==> run_1/sizes.png <==
Scale: 3 px per um.
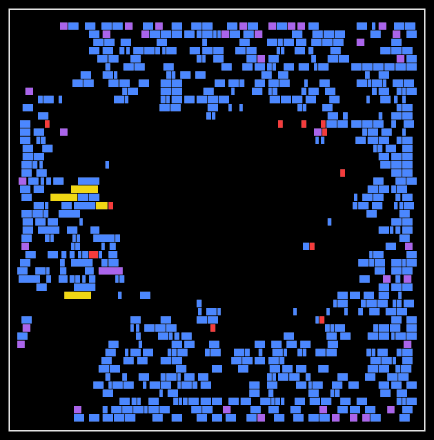
==> run_1/logic_types.png <==
Scale: 3 px per um.
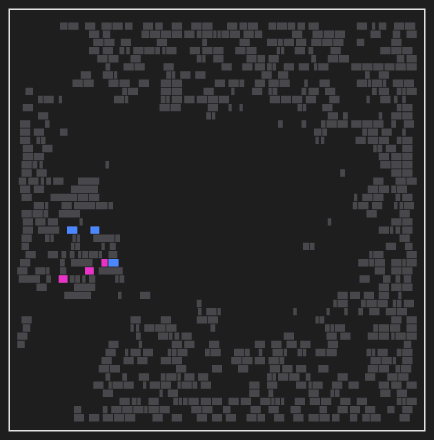
==> run_1/io_placement.png <==
Scale: 3 px per um. Pins as bars across the die edge, other pins in gray.
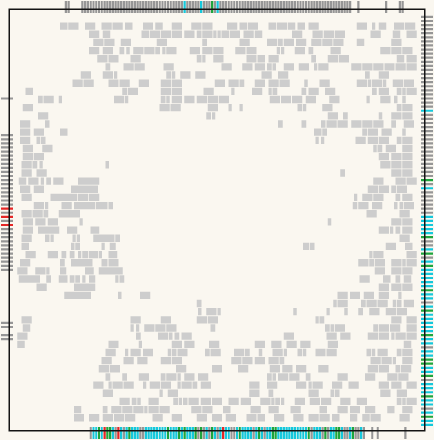
==> run_1/placement.png <==
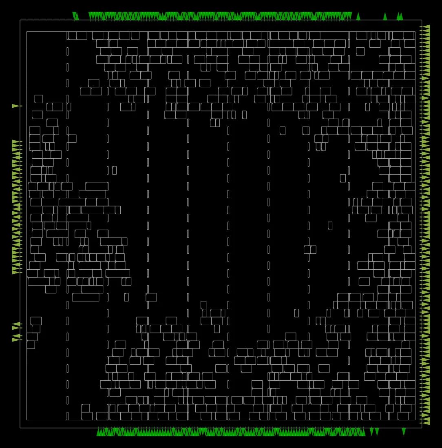
### src/rtl/bus_arbiter_if.sv
// bus_arbiter_if: request/grant and shared-bus signals between three masters and the bus arbiter.
interface bus_arbiter_if;
  logic [2:0]  i_REQ;
  logic [2:0]  o_GNT;
  logic [95:0] i_ADDR;
  logic [95:0] i_WDATA;
  logic [2:0]  i_WE;
  logic [2:0]  i_RE;
  logic [5:0]  i_HB;
  logic [31:0] o_BUS_ADDR;
  logic [31:0] o_BUS_WDATA;
  logic        o_BUS_WE;
  logic        o_BUS_RE;
  logic [1:0]  o_BUS_HB;
  logic [31:0] i_BUS_RDATA;
  logic [31:0] o_RDATA;
  logic [1:0]  o_OWNER;
  logic        o_TIMEOUT;
  modport slave (
    input  i_REQ, i_ADDR, i_WDATA, i_WE, i_RE, i_HB, i_BUS_RDATA,
    output o_GNT, o_BUS_ADDR, o_BUS_WDATA, o_BUS_WE, o_BUS_RE, o_BUS_HB, o_RDATA, o_OWNER, o_TIMEOUT
  );
  modport master (
    output i_REQ, i_ADDR, i_WDATA, i_WE, i_RE, i_HB, i_BUS_RDATA,
    input  o_GNT, o_BUS_ADDR, o_BUS_WDATA, o_BUS_WE, o_BUS_RE, o_BUS_HB, o_RDATA, o_OWNER, o_TIMEOUT
  );
endinterface

### src/rtl/bus_arbiter.sv
// bus_arbiter: 3-master round-robin bus arbiter with registered one-hot grant and owner bus mux.
// Define BUS_ARB_TIMEOUT_EN to bound each ownership to TIMEOUT cycles with forced revoke.
module bus_arbiter #(
  parameter int TIMEOUT = 256
) (
  input logic i_CLK,
  input logic i_RST,
  bus_arbiter_if.slave bus
);
  typedef enum logic {IDLE, OWNED} state_t;
  state_t r_state, w_state;
  logic [2:0] r_gnt, w_gnt;
  logic [1:0] r_owner, w_owner, r_last, w_last;
  logic [1:0] w_c0, w_c1, w_c2, w_win;
  logic [2:0] w_elig, w_own_oh;
  logic [3:0] w_req4, w_we4, w_re4;
  logic w_own_req, w_arb, w_found, w_revoke;
  if (TIMEOUT < 2 || TIMEOUT > 65535) begin : g_bad_timeout
    $error("bus_arbiter: TIMEOUT out of range");
  end
  assign w_req4 = {1'b0, bus.i_REQ};
  assign w_we4 = {1'b0, bus.i_WE};
  assign w_re4 = {1'b0, bus.i_RE};
  assign w_own_oh = 3'b001 << r_owner;
  assign w_own_req = (r_state == OWNED) && w_req4[r_owner];
`ifdef BUS_ARB_TIMEOUT_EN
  logic [15:0] r_cnt;
  logic [2:0] r_inelig;
  logic r_timeout;
  assign w_revoke = w_own_req && (r_cnt == 16'(TIMEOUT - 1));
  // The revoked owner is excluded at the very edge it loses the bus
  assign w_elig = bus.i_REQ & ~r_inelig & ~(w_revoke ? w_own_oh : 3'b000);
  always_ff @(posedge i_CLK) begin
    if (i_RST) begin
      r_cnt <= '0;
      r_inelig <= '0;
      r_timeout <= 1'b0;
    end else begin
      r_timeout <= w_revoke;
      r_inelig <= (r_inelig & bus.i_REQ) | (w_revoke ? w_own_oh : 3'b000);
      r_cnt <= (w_arb && w_found) ? 16'd0 : (r_state == OWNED) ? r_cnt + 16'd1 : r_cnt;
    end
  end
  assign bus.o_TIMEOUT = r_timeout;
`else
  assign w_revoke = 1'b0;
  assign w_elig = bus.i_REQ;
  assign bus.o_TIMEOUT = 1'b0;
`endif
  assign w_arb = (r_state == IDLE) || !w_own_req || w_revoke;
  assign w_c0 = (r_last == 2'd2) ? 2'd0 : r_last + 2'd1;
  assign w_c1 = (w_c0 == 2'd2) ? 2'd0 : w_c0 + 2'd1;
  assign w_c2 = (w_c1 == 2'd2) ? 2'd0 : w_c1 + 2'd1;
  assign w_found = |w_elig;
  assign w_win = w_elig[w_c0] ? w_c0 : w_elig[w_c1] ? w_c1 : w_c2;
  always_comb begin
    w_state = r_state;
    w_gnt = r_gnt;
    w_owner = r_owner;
    w_last = r_last;
    if (w_arb) begin
      w_state = w_found ? OWNED : IDLE;
      w_owner = w_found ? w_win : 2'd3;
      w_gnt = w_found ? 3'b001 << w_win : 3'b000;
      w_last = w_found ? w_win : r_last;
    end
  end
  always_ff @(posedge i_CLK) begin
    if (i_RST) begin
      r_state <= IDLE;
      r_gnt <= '0;
      r_owner <= 2'd3;
      r_last <= 2'd2;
    end else begin
      r_state <= w_state;
      r_gnt <= w_gnt;
      r_owner <= w_owner;
      r_last <= w_last;
    end
  end
  assign bus.o_GNT = r_gnt;
  assign bus.o_OWNER = r_owner;
  assign bus.o_RDATA = bus.i_BUS_RDATA;
  assign bus.o_BUS_ADDR = (r_owner == 2'd0) ? bus.i_ADDR[31:0] : (r_owner == 2'd1) ? bus.i_ADDR[63:32] :
                          (r_owner == 2'd2) ? bus.i_ADDR[95:64] : 32'd0;
  assign bus.o_BUS_WDATA = (r_owner == 2'd0) ? bus.i_WDATA[31:0] : (r_owner == 2'd1) ? bus.i_WDATA[63:32] :
                           (r_owner == 2'd2) ? bus.i_WDATA[95:64] : 32'd0;
  assign bus.o_BUS_HB = (r_owner == 2'd0) ? bus.i_HB[1:0] : (r_owner == 2'd1) ? bus.i_HB[3:2] :
                        (r_owner == 2'd2) ? bus.i_HB[5:4] : 2'd0;
  assign bus.o_BUS_WE = w_we4[r_owner] & w_req4[r_owner];
  assign bus.o_BUS_RE = w_re4[r_owner] & w_req4[r_owner];
endmodule
### src/flat_wrapper.sv
// flat-port wrapper written by rule: the top's interface ports become plain ports
module bus_arbiter_flat 
#(
  parameter int TIMEOUT = 256
)
  (i_CLK, i_RST, bus_i_REQ, bus_i_ADDR, bus_i_WDATA, bus_i_WE, bus_i_RE, bus_i_HB, bus_i_BUS_RDATA, bus_o_GNT, bus_o_BUS_ADDR, bus_o_BUS_WDATA, bus_o_BUS_WE, bus_o_BUS_RE, bus_o_BUS_HB, bus_o_RDATA, bus_o_OWNER, bus_o_TIMEOUT);
  bus_arbiter_if bus_i ();
  input logic i_CLK;
  input logic i_RST;
  input wire logic [$bits(bus_i.i_REQ)-1:0] bus_i_REQ;
  input wire logic [$bits(bus_i.i_ADDR)-1:0] bus_i_ADDR;
  input wire logic [$bits(bus_i.i_WDATA)-1:0] bus_i_WDATA;
  input wire logic [$bits(bus_i.i_WE)-1:0] bus_i_WE;
  input wire logic [$bits(bus_i.i_RE)-1:0] bus_i_RE;
  input wire logic [$bits(bus_i.i_HB)-1:0] bus_i_HB;
  input wire logic [$bits(bus_i.i_BUS_RDATA)-1:0] bus_i_BUS_RDATA;
  output wire logic [$bits(bus_i.o_GNT)-1:0] bus_o_GNT;
  output wire logic [$bits(bus_i.o_BUS_ADDR)-1:0] bus_o_BUS_ADDR;
  output wire logic [$bits(bus_i.o_BUS_WDATA)-1:0] bus_o_BUS_WDATA;
  output wire logic [$bits(bus_i.o_BUS_WE)-1:0] bus_o_BUS_WE;
  output wire logic [$bits(bus_i.o_BUS_RE)-1:0] bus_o_BUS_RE;
  output wire logic [$bits(bus_i.o_BUS_HB)-1:0] bus_o_BUS_HB;
  output wire logic [$bits(bus_i.o_RDATA)-1:0] bus_o_RDATA;
  output wire logic [$bits(bus_i.o_OWNER)-1:0] bus_o_OWNER;
  output wire logic [$bits(bus_i.o_TIMEOUT)-1:0] bus_o_TIMEOUT;
  assign bus_i.i_REQ = bus_i_REQ;
  assign bus_i.i_ADDR = bus_i_ADDR;
  assign bus_i.i_WDATA = bus_i_WDATA;
  assign bus_i.i_WE = bus_i_WE;
  assign bus_i.i_RE = bus_i_RE;
  assign bus_i.i_HB = bus_i_HB;
  assign bus_i.i_BUS_RDATA = bus_i_BUS_RDATA;
  assign bus_o_GNT = bus_i.o_GNT;
  assign bus_o_BUS_ADDR = bus_i.o_BUS_ADDR;
  assign bus_o_BUS_WDATA = bus_i.o_BUS_WDATA;
  assign bus_o_BUS_WE = bus_i.o_BUS_WE;
  assign bus_o_BUS_RE = bus_i.o_BUS_RE;
  assign bus_o_BUS_HB = bus_i.o_BUS_HB;
  assign bus_o_RDATA = bus_i.o_RDATA;
  assign bus_o_OWNER = bus_i.o_OWNER;
  assign bus_o_TIMEOUT = bus_i.o_TIMEOUT;
  bus_arbiter #(.TIMEOUT(TIMEOUT)) u_core (.i_CLK(i_CLK), .i_RST(i_RST), .bus(bus_i));
endmodule
### config.mk
export PLATFORM = sky130hd
export DESIGN_NAME = bus_arbiter_flat
export DESIGN_NICKNAME = d
export VERILOG_FILES = /design/src/rtl/bus_arbiter_if.sv /design/src/rtl/bus_arbiter.sv /design/src/flat_wrapper.sv
export SDC_FILE = /design/constraint.sdc
export NUM_CORES = 1
export LEC_CHECK = 0
export CORE_AREA = 2 2 136 138
export CTS_CLUSTER_SIZE = 40
export DETAILED_ROUTE_END_ITERATION = 6
export DIE_AREA = 0 0 138 140
export GPL_TIMING_DRIVEN = 0
export PLACE_DENSITY = 0.53
export RECOVER_POWER = 25
export SKIP_LAST_GASP = 1
export SLEW_MARGIN = 25
export SYNTH_ARGS = -nofsm -noshare
export SYNTH_HDL_FRONTEND = slang
export SYNTH_SLANG_ARGS = --single-unit
### constraint.sdc
create_clock -name i_CLK -period 4.2 [get_ports i_CLK]
set_clock_uncertainty 0.15 [all_clocks]
set_input_delay 1.05 -clock i_CLK [delete_from_list [all_inputs] [get_ports i_CLK]]
set_output_delay 1.05 -clock i_CLK [all_outputs]
set_load 0.005 [all_outputs]
==> results.sh, run 1 <==
# flow metrics
export IMPL_syn_inst=308
export IMPL_cp_depth=6
export IMPL_cts_path_max_buffers=2
export IMPL_hold_path_class="reg -> reg"
export IMPL_num_antenna_cells=0
export IMPL_seq_cells=8
export IMPL_busiest_layer="met2"
export IMPL_use_met2_pct=23.48
export IMPL_synth_seq_share_pct=7.758
export IMPL_std_cell_rows=49
export IMPL_topCellsByArea="mux2i_1 33%, o21ai_0 17%, buf_4 13%"
export IMPL_comb_area_share_pct=27.27
export IMPL_synth_top_cell_area_share_pct=33.45
export IMPL_wl_met1_um=5461
export IMPL_syn_area_sq_um=2064
export IMPL_start_kind="input pin"
export IMPL_synth_mux_area_fraction_pct=34.55
export IMPL_switching_power_mw=0.3161
export IMPL_clock_latency_ns=0.23
export IMPL_post_cts_buffers=0
export IMPL_path_common_cell="nor2_1"
export IMPL_cts_buffers=3
export IMPL_cts_repair_resized=0
export IMPL_cts_tree="yes"
export IMPL_rsz0062_at_grt="no"
export IMPL_worst_r2r_setup_slack_ns=1.97
export IMPL_top_cell="nand2_1"
export IMPL_top_logic_kind="multiplexers"
export IMPL_peakVddDrop_uv=185.3
export IMPL_crit_fanout=6
export IMPL_regToRegStartpoint="u_core.bus.o_OWNER[1]"
export IMPL_ys_top_cells_by_count="70 x nand2_1, 69 x mux2i_1, 69 x o21ai_0, 35 x buf_4, 11 x clkbuf_1"
export IMPL_worstSetupStartpoint="bus_i_REQ[0]"
export IMPL_warnings=26
export IMPL_ys_sh_xor_pct=0
export IMPL_cts_sinks=8
export IMPL_setup_slack_ns=0.3080
export IMPL_worstPathArrival_ns=2.69
export IMPL_max_stage_delay_ns=0.63
export IMPL_clockRootBuffer="clkbuf_16"
export IMPL_ys_flop_type="dfxtp_1"
export IMPL_ys_ff=8
export IMPL_comb_cells=242
export IMPL_tap_cells=229
export IMPL_yosys_cells=308
export IMPL_holdPathEnd="u_core.bus.o_GNT[1]"
export IMPL_wl_met3_um=873
export IMPL_layout_nonclk_buf_share_pct=63.23
export IMPL_nNetsFinal=867
export IMPL_hold_depth=2
export IMPL_leakage_nw=2.325
export IMPL_dr_wl_met2_um=6829
export IMPL_antenna_found_initial=0
export IMPL_path_class="in -> out"
export IMPL_maxPowerGroup="combinational cells"
export IMPL_grt_pass1_vias=3258
export IMPL_yosys_area_share_simple_pct=19.09
export IMPL_vias=3248
export IMPL_num_nonclk_inverters=1
export IMPL_largest_cell_class="buffers"
export IMPL_top_layer_used="met4"
export IMPL_cts_hold_buf=0
export IMPL_chipWidth_um=138
export IMPL_fmax_ghz=0.2569
export IMPL_drive_gt1_share_pct=8.173
export IMPL_total_power_mw=1.002
export IMPL_buffers_excl_clock=370
export IMPL_htreeDepth=1
export IMPL_logic_area_sq_um=1509
export IMPL_hp_start="u_core.bus.o_GNT[1]"
export IMPL_edf_count=0
export IMPL_layout_top_cell="clkdlybuf4s50_1"
export IMPL_max_slew_margin_rel_pct=46.74
export IMPL_die_h_um=140
export IMPL_path_delay_family="buffers and inverters"
export IMPL_path_clk_slew_ns=0.04
export IMPL_most_common_layout_cells="291 x clkdlybuf4s50_1, 70 x nand2_1, 70 x o21ai_0, 69 x mux2i_1, 35 x buf_4"
export IMPL_drv_slew=0
export IMPL_clock_area_share_pct=1.357
export IMPL_seq_power_mw=0.0901
export IMPL_status="completed"
Notes on sizes.png above:
_0 and _1 cells -> blue  # cells 573, most used clkdlybuf4s50_1
_3 and _4 cells -> purple  # cells 36, most used buf_4
_2 cells -> red  # cells 11, most used buf_2
_6 and larger -> yellow  # cells 4, most used clkbuf_16

Notes on logic_types.png above:
and/or cells -> magenta  # cells 3
non-inverting ao/oa cells -> blue  # cells 3

Notes on io_placement.png above:
`bus_i_WDATA` -> cyan  # pins 96, direction input, edge 57 bottom, 36 right, 3 top
`bus_o_BUS_WDATA` -> green  # pins 32, direction output, edge 19 bottom, 12 right, 1 top
`bus_i_HB` -> red  # pins 6, direction input, edge 3 left, 3 bottom

Notes on placement.png above:
total core area: 17780 sq um
Finished Layout Cells: 853
Seq area share: 2.895%
Layout Utilization: 31.12%
number of fill cells: 1905

==> run_1/io_fan.png <==
Scale: 2 px per um.
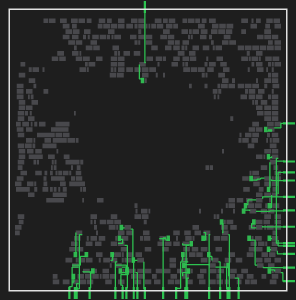

==> run 2: changes to the inputs <==
--- a/config.mk
+++ b/config.mk
@@ -5,12 +5,12 @@
 export SDC_FILE = /design/constraint.sdc
 export NUM_CORES = 1
 export LEC_CHECK = 0
-export CORE_AREA = 2 2 136 138
+export CORE_AREA = 2 2 134 136
 export CTS_CLUSTER_SIZE = 40
 export DETAILED_ROUTE_END_ITERATION = 6
-export DIE_AREA = 0 0 138 140
+export DIE_AREA = 0 0 136 138
 export GPL_TIMING_DRIVEN = 0
-export PLACE_DENSITY = 0.53
+export PLACE_DENSITY = 0.54
 export RECOVER_POWER = 25
 export SKIP_LAST_GASP = 1
 export SLEW_MARGIN = 25
==> constraint.sdc (replaced) <==
create_clock -name i_CLK -period 3.61 [get_ports i_CLK]
set_clock_uncertainty 0.15 [all_clocks]
set_input_delay 0.9025 -clock i_CLK [delete_from_list [all_inputs] [get_ports i_CLK]]
set_output_delay 0.9025 -clock i_CLK [all_outputs]
set_load 0.005 [all_outputs]
==> run_2/io_fan.png <==
Scale: 2 px per um.
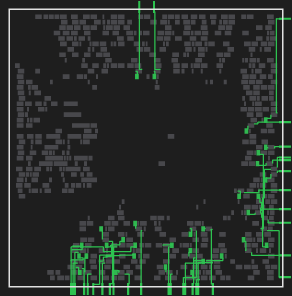
`bus_o_BUS_WDATA` -> green  # bits 32, direction output, edge 19 bottom, 11 right, 2 top, end cells 32, buffers 32, wire 856 um

==> run 2 against run 1 <==
Hold slack got worse by 0.0027 ns; count of clock-buffer cells in the layout did not move; total power rose by 17%; critical path depth did not move; setup slack got worse by 0.17 ns; combinational power rose by 18%; first-iteration DRC count rose by 16%; wire length fell by 3.2%; synthesized area did not move; cell area rose by 0.45%; register-to-register slack got worse by 0.58 ns; synthesized cell count did not move; largest cell class unchanged.
==> results.sh, run 2 <==
# flow metrics
export IMPL_path_delay_family="buffers and inverters"
export IMPL_antenna_found_initial=1
export IMPL_total_power_mw=1.173
export IMPL_first_iter_violations=96
export IMPL_use_met1_pct=15.19
export IMPL_use_met2_pct=22.35
export IMPL_n_fill_cell=1899
export IMPL_comb_power_mw=0.883
export IMPL_status="completed"
export IMPL_cts_hold_buf=0
export IMPL_htreeDepth=1
export IMPL_viasPerCell=3.878
export IMPL_place_congestion=0.7466
export IMPL_critPathSlowestCell="clkdlybuf4s50_1"
export IMPL_ant_nets=0
export IMPL_ys_sh_aoi_pct=20.55
export IMPL_wl_met3_um=1134
export IMPL_grt_pass1_vias=3172
export IMPL_cts_repair_resized=0
export IMPL_ys_top_cells_by_count="70 x nand2_1, 69 x mux2i_1, 69 x o21ai_0, 35 x buf_4, 11 x clkbuf_1"
export IMPL_worstPathArrival_ns=2.42
export IMPL_postLayoutCellArea_sq_um=5558
export IMPL_regToRegStartpoint="u_core.bus.o_OWNER[1]"
export IMPL_instances_no_fill=854
export IMPL_power_density_nw_per_um2=211.0
export IMPL_drv_slew=0
export IMPL_maxPowerGroup="combinational cells"
export IMPL_synth_area_per_cell_sq_um=6.703
export IMPL_comb_cells=242
export IMPL_fmax_ghz=0.2879
export IMPL_dr_wl_met2_um=6384
export IMPL_clockRootBuffer="clkbuf_16"
export IMPL_tap_cells=229
export IMPL_seq_cells=8
export IMPL_worst_r2r_setup_slack_ns=1.39
export IMPL_synth_seq_share_pct=7.758
export IMPL_post_route_util_pct=31.70
export IMPL_placed_cells=850
export IMPL_vias=3312
export IMPL_comb_area_share_pct=27.42
export IMPL_ys_sh_xor_pct=0
export IMPL_crit_fanout=6
export IMPL_path_clk_slew_ns=0.04
export IMPL_fa_ha_area_share_pct=0
export IMPL_start_kind="input pin"
export IMPL_switching_power_mw=0.3673
export IMPL_seq_area_sq_um=160.2
export IMPL_period_used_pct=96.21
export IMPL_layout_top_cell="clkdlybuf4s50_1"
export IMPL_cts_sinks=8
export IMPL_syn_area_sq_um=2064
export IMPL_clock_latency_ns=0.23
export IMPL_ys_ff=8
export IMPL_die_h_um=138
export IMPL_top_logic_kind="multiplexers"
export IMPL_wl_met1_um=5130
export IMPL_synth_mux_area_fraction_pct=34.55
export IMPL_leakage_nw=2.330
export IMPL_buffers_excl_clock=371
export IMPL_cts_path_max_buffers=2
export IMPL_cts_tree="yes"
export IMPL_worstSetupStartpoint="bus_i_REQ[0]"
export IMPL_largest_cell_class="buffers"
export IMPL_chipArea_sq_um=18770
export IMPL_nNetsFinal=868
export IMPL_yosys_area_share_simple_pct=19.09
export IMPL_syn2layout_area_growth_pct=169.2
export IMPL_peakVddDrop_uv=157.5
export IMPL_rsz0062_at_grt="yes"
export IMPL_path_class="in -> out"
export IMPL_seq_power_mw=0.105
export IMPL_pwr_share_comb_pct=75.3
export IMPL_cp_depth=6
export IMPL_drt_wirelength_per_cell_um=15.01
export IMPL_most_common_layout_cells="308 x clkdlybuf4s50_1, 70 x nand2_1, 70 x o21ai_0, 69 x mux2i_1, 36 x buf_4"
export IMPL_edf_count=0
export IMPL_num_nonclk_inverters=1
export IMPL_p_int_mw=0.8057
export IMPL_port_buffers=313
export IMPL_rr_worst_depth=6
export IMPL_warnings=27
export IMPL_power_share_clock_pct=15.8
export IMPL_std_cell_rows=49
export IMPL_ys_chip_area_sq_um=2064
export IMPL_num_antenna_cells=0
export IMPL_post_cts_buffers=0
export IMPL_grt_use_met3_pct=2.860
export IMPL_grt_usage_pct=12.45
export IMPL_top_cell="nand2_1"
export IMPL_drive_gt1_share_pct=8.480
export IMPL_setup_slack_ns=0.1370
export IMPL_hold_path_class="reg -> reg"
export IMPL_worstReg2RegEnd="u_core.bus.o_GNT[0]"
export IMPL_cts_buffers=3
export IMPL_hp_start="u_core.bus.o_GNT[2]"
export IMPL_chipWidth_um=136
export IMPL_core_area_sq_um=17530
export IMPL_hold_viol=0
export IMPL_yosysTopAreaCell="mux2i_1"
export IMPL_hold_depth=2
export IMPL_yosys_cells=308
export IMPL_sh_seq_area_pct=2.882
export IMPL_busiest_layer="met2"
export IMPL_wl_um=12820
export IMPL_max_slew_margin_rel_pct=38.09
export IMPL_ys_flop_type="dfxtp_1"
export IMPL_clock_area_share_pct=1.351
export IMPL_top_layer_used="met5"
export IMPL_layout_nonclk_buf_share_pct=63.12
export IMPL_max_stage_delay_ns=0.59
export IMPL_tns_ns=0
export IMPL_logic_area_sq_um=1524
export IMPL_grt_max_degree=11
export IMPL_syn_inst=308
export IMPL_holdPathEnd="u_core.bus.o_GNT[2]"
export IMPL_synth_top_cell_area_share_pct=33.45
export IMPL_cp_end_kind="output port"
export IMPL_topCellsByArea="mux2i_1 33%, o21ai_0 17%, buf_4 13%"
==> run 3: changes to the inputs <==
--- a/config.mk
+++ b/config.mk
@@ -5,6 +5,7 @@
 export SDC_FILE = /design/constraint.sdc
 export NUM_CORES = 1
 export LEC_CHECK = 0
+export CAP_MARGIN = 10
 export CORE_AREA = 2 2 134 136
 export CTS_CLUSTER_SIZE = 40
 export DETAILED_ROUTE_END_ITERATION = 6
==> run_3/io_fan.png <==
Scale: 2 px per um.
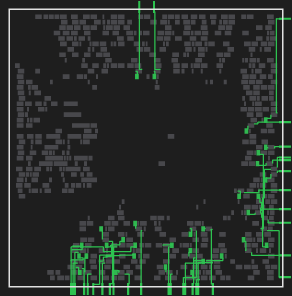
`bus_o_BUS_WDATA` -> green  # bits 32, direction output, edge 19 bottom, 11 right, 2 top, end cells 32, buffers 32, wire 856 um

==> run 3 against run 2 <==
Synthesized area unchanged; combinational power hardly changed; setup slack unchanged; non-clock buffer count unchanged; sequential power barely moved; sequential share of layout area is the same; die area unchanged; wire length is the same; total power did not move; critical endpoint unchanged; largest power group unchanged; highest routed layer unchanged.
==> results.sh, run 3 <==
# flow metrics
export IMPL_syn_inst=308
export IMPL_place_congestion=0.7466
export IMPL_most_common_layout_cells="308 x clkdlybuf4s50_1, 70 x nand2_1, 70 x o21ai_0, 69 x mux2i_1, 36 x buf_4"
export IMPL_cp_depth=6
export IMPL_cp_end_kind="output port"
export IMPL_htreeDepth=1
export IMPL_topCellsByArea="mux2i_1 33%, o21ai_0 17%, buf_4 13%"
export IMPL_cts_repair_resized=0
export IMPL_ys_chip_area_sq_um=2064
export IMPL_maxCapViolations=0
export IMPL_yosys_area_share_simple_pct=19.09
export IMPL_status="completed"
export IMPL_edf_count=0
export IMPL_post_cts_buffers=0
export IMPL_path_delay_family="buffers and inverters"
export IMPL_fmax_ghz=0.2879
export IMPL_yosysWarnings=0
export IMPL_synth_mux_area_fraction_pct=34.55
export IMPL_comb_area_share_pct=27.42
export IMPL_placed_cells=850
export IMPL_wl_um=12820
export IMPL_drive_gt1_share_pct=8.480
export IMPL_die_h_um=138
export IMPL_grt_pass1_vias=3172
export IMPL_wl_met1_um=5130
export IMPL_fa_ha_area_share_pct=0
export IMPL_start_kind="input pin"
export IMPL_synth_seq_share_pct=7.758
export IMPL_cts_tree="yes"
export IMPL_worst_r2r_setup_slack_ns=1.39
export IMPL_tns_ns=0
export IMPL_use_met1_pct=15.19
export IMPL_path_clk_slew_ns=0.04
export IMPL_clock_area_share_pct=1.351
export IMPL_hp_start="u_core.bus.o_GNT[2]"
export IMPL_nNetsFinal=868
export IMPL_layout_nonclk_buf_share_pct=63.12
export IMPL_wl_met3_um=1134
export IMPL_largest_cell_class="buffers"
export IMPL_holdPathEnd="u_core.bus.o_GNT[2]"
export IMPL_num_antenna_cells=0
export IMPL_cts_buffers=3
export IMPL_chipArea_sq_um=18770
export IMPL_worstSetupStartpoint="bus_i_REQ[0]"
export IMPL_rr_worst_depth=6
export IMPL_power_density_nw_per_um2=211.0
export IMPL_chipWidth_um=136
export IMPL_max_slew_margin_rel_pct=38.09
export IMPL_core_area_sq_um=17530
export IMPL_top_layer_used="met5"
export IMPL_viasPerCell=3.878
export IMPL_seq_area_sq_um=160.2
export IMPL_cts_path_max_buffers=2
export IMPL_ant_nets=0
export IMPL_grt_use_met3_pct=2.860
export IMPL_logic_area_sq_um=1524
export IMPL_worstReg2RegEnd="u_core.bus.o_GNT[0]"
export IMPL_vias=3312
export IMPL_instances_no_fill=854
export IMPL_path_cells="clkdlybuf4s50_1 > mux2i_4 > nor2_1 > a21oi_1 > nor2_1 > clkdlybuf4s50_1"
export IMPL_path_class="in -> out"
export IMPL_drt_wirelength_per_cell_um=15.01
export IMPL_yosysTopAreaCell="mux2i_1"
export IMPL_sh_seq_area_pct=2.882
export IMPL_hold_depth=2
export IMPL_ys_sh_aoi_pct=20.55
export IMPL_rsz0062_at_grt="yes"
export IMPL_postLayoutCellArea_sq_um=5558
export IMPL_comb_cells=242
export IMPL_ys_sh_xor_pct=0
export IMPL_pwr_share_comb_pct=75.3
export IMPL_synth_area_per_cell_sq_um=6.703
export IMPL_worstPathArrival_ns=2.42
export IMPL_syn_area_sq_um=2064
export IMPL_n_clock_buffer=3
export IMPL_total_power_mw=1.173
export IMPL_ys_flop_type="dfxtp_1"
export IMPL_grt_max_degree=11
export IMPL_num_nonclk_inverters=1
export IMPL_power_share_clock_pct=15.8
export IMPL_layout_top_cell="clkdlybuf4s50_1"
export IMPL_peakVddDrop_uv=157.5
export IMPL_antenna_found_initial=1
export IMPL_std_cell_rows=49
export IMPL_tap_cells=229
export IMPL_crit_fanout=6
export IMPL_drv_slew=0
export IMPL_hold_path_class="reg -> reg"
export IMPL_dr_wl_met2_um=6384
export IMPL_top_cell="nand2_1"
export IMPL_cts_sinks=8
export IMPL_cts_hold_buf=0
export IMPL_seq_cells=8
export IMPL_port_buffers=313
export IMPL_warnings=27
export IMPL_ys_top_cells_by_count="70 x nand2_1, 69 x mux2i_1, 69 x o21ai_0, 35 x buf_4, 11 x clkbuf_1"
export IMPL_setup_slack_ns=0.1370
export IMPL_maxPowerGroup="combinational cells"
export IMPL_leakage_nw=2.330
export IMPL_switching_power_mw=0.3673
export IMPL_use_met2_pct=22.35
export IMPL_regToRegStartpoint="u_core.bus.o_OWNER[1]"
export IMPL_grt_usage_pct=12.45
export IMPL_buffers_excl_clock=371
export IMPL_seq_power_mw=0.105
export IMPL_synth_top_cell_area_share_pct=33.45
export IMPL_period_used_pct=96.21
export IMPL_yosys_cells=308
export IMPL_p_int_mw=0.8057
Power is estimated from default activity; no workload was simulated.
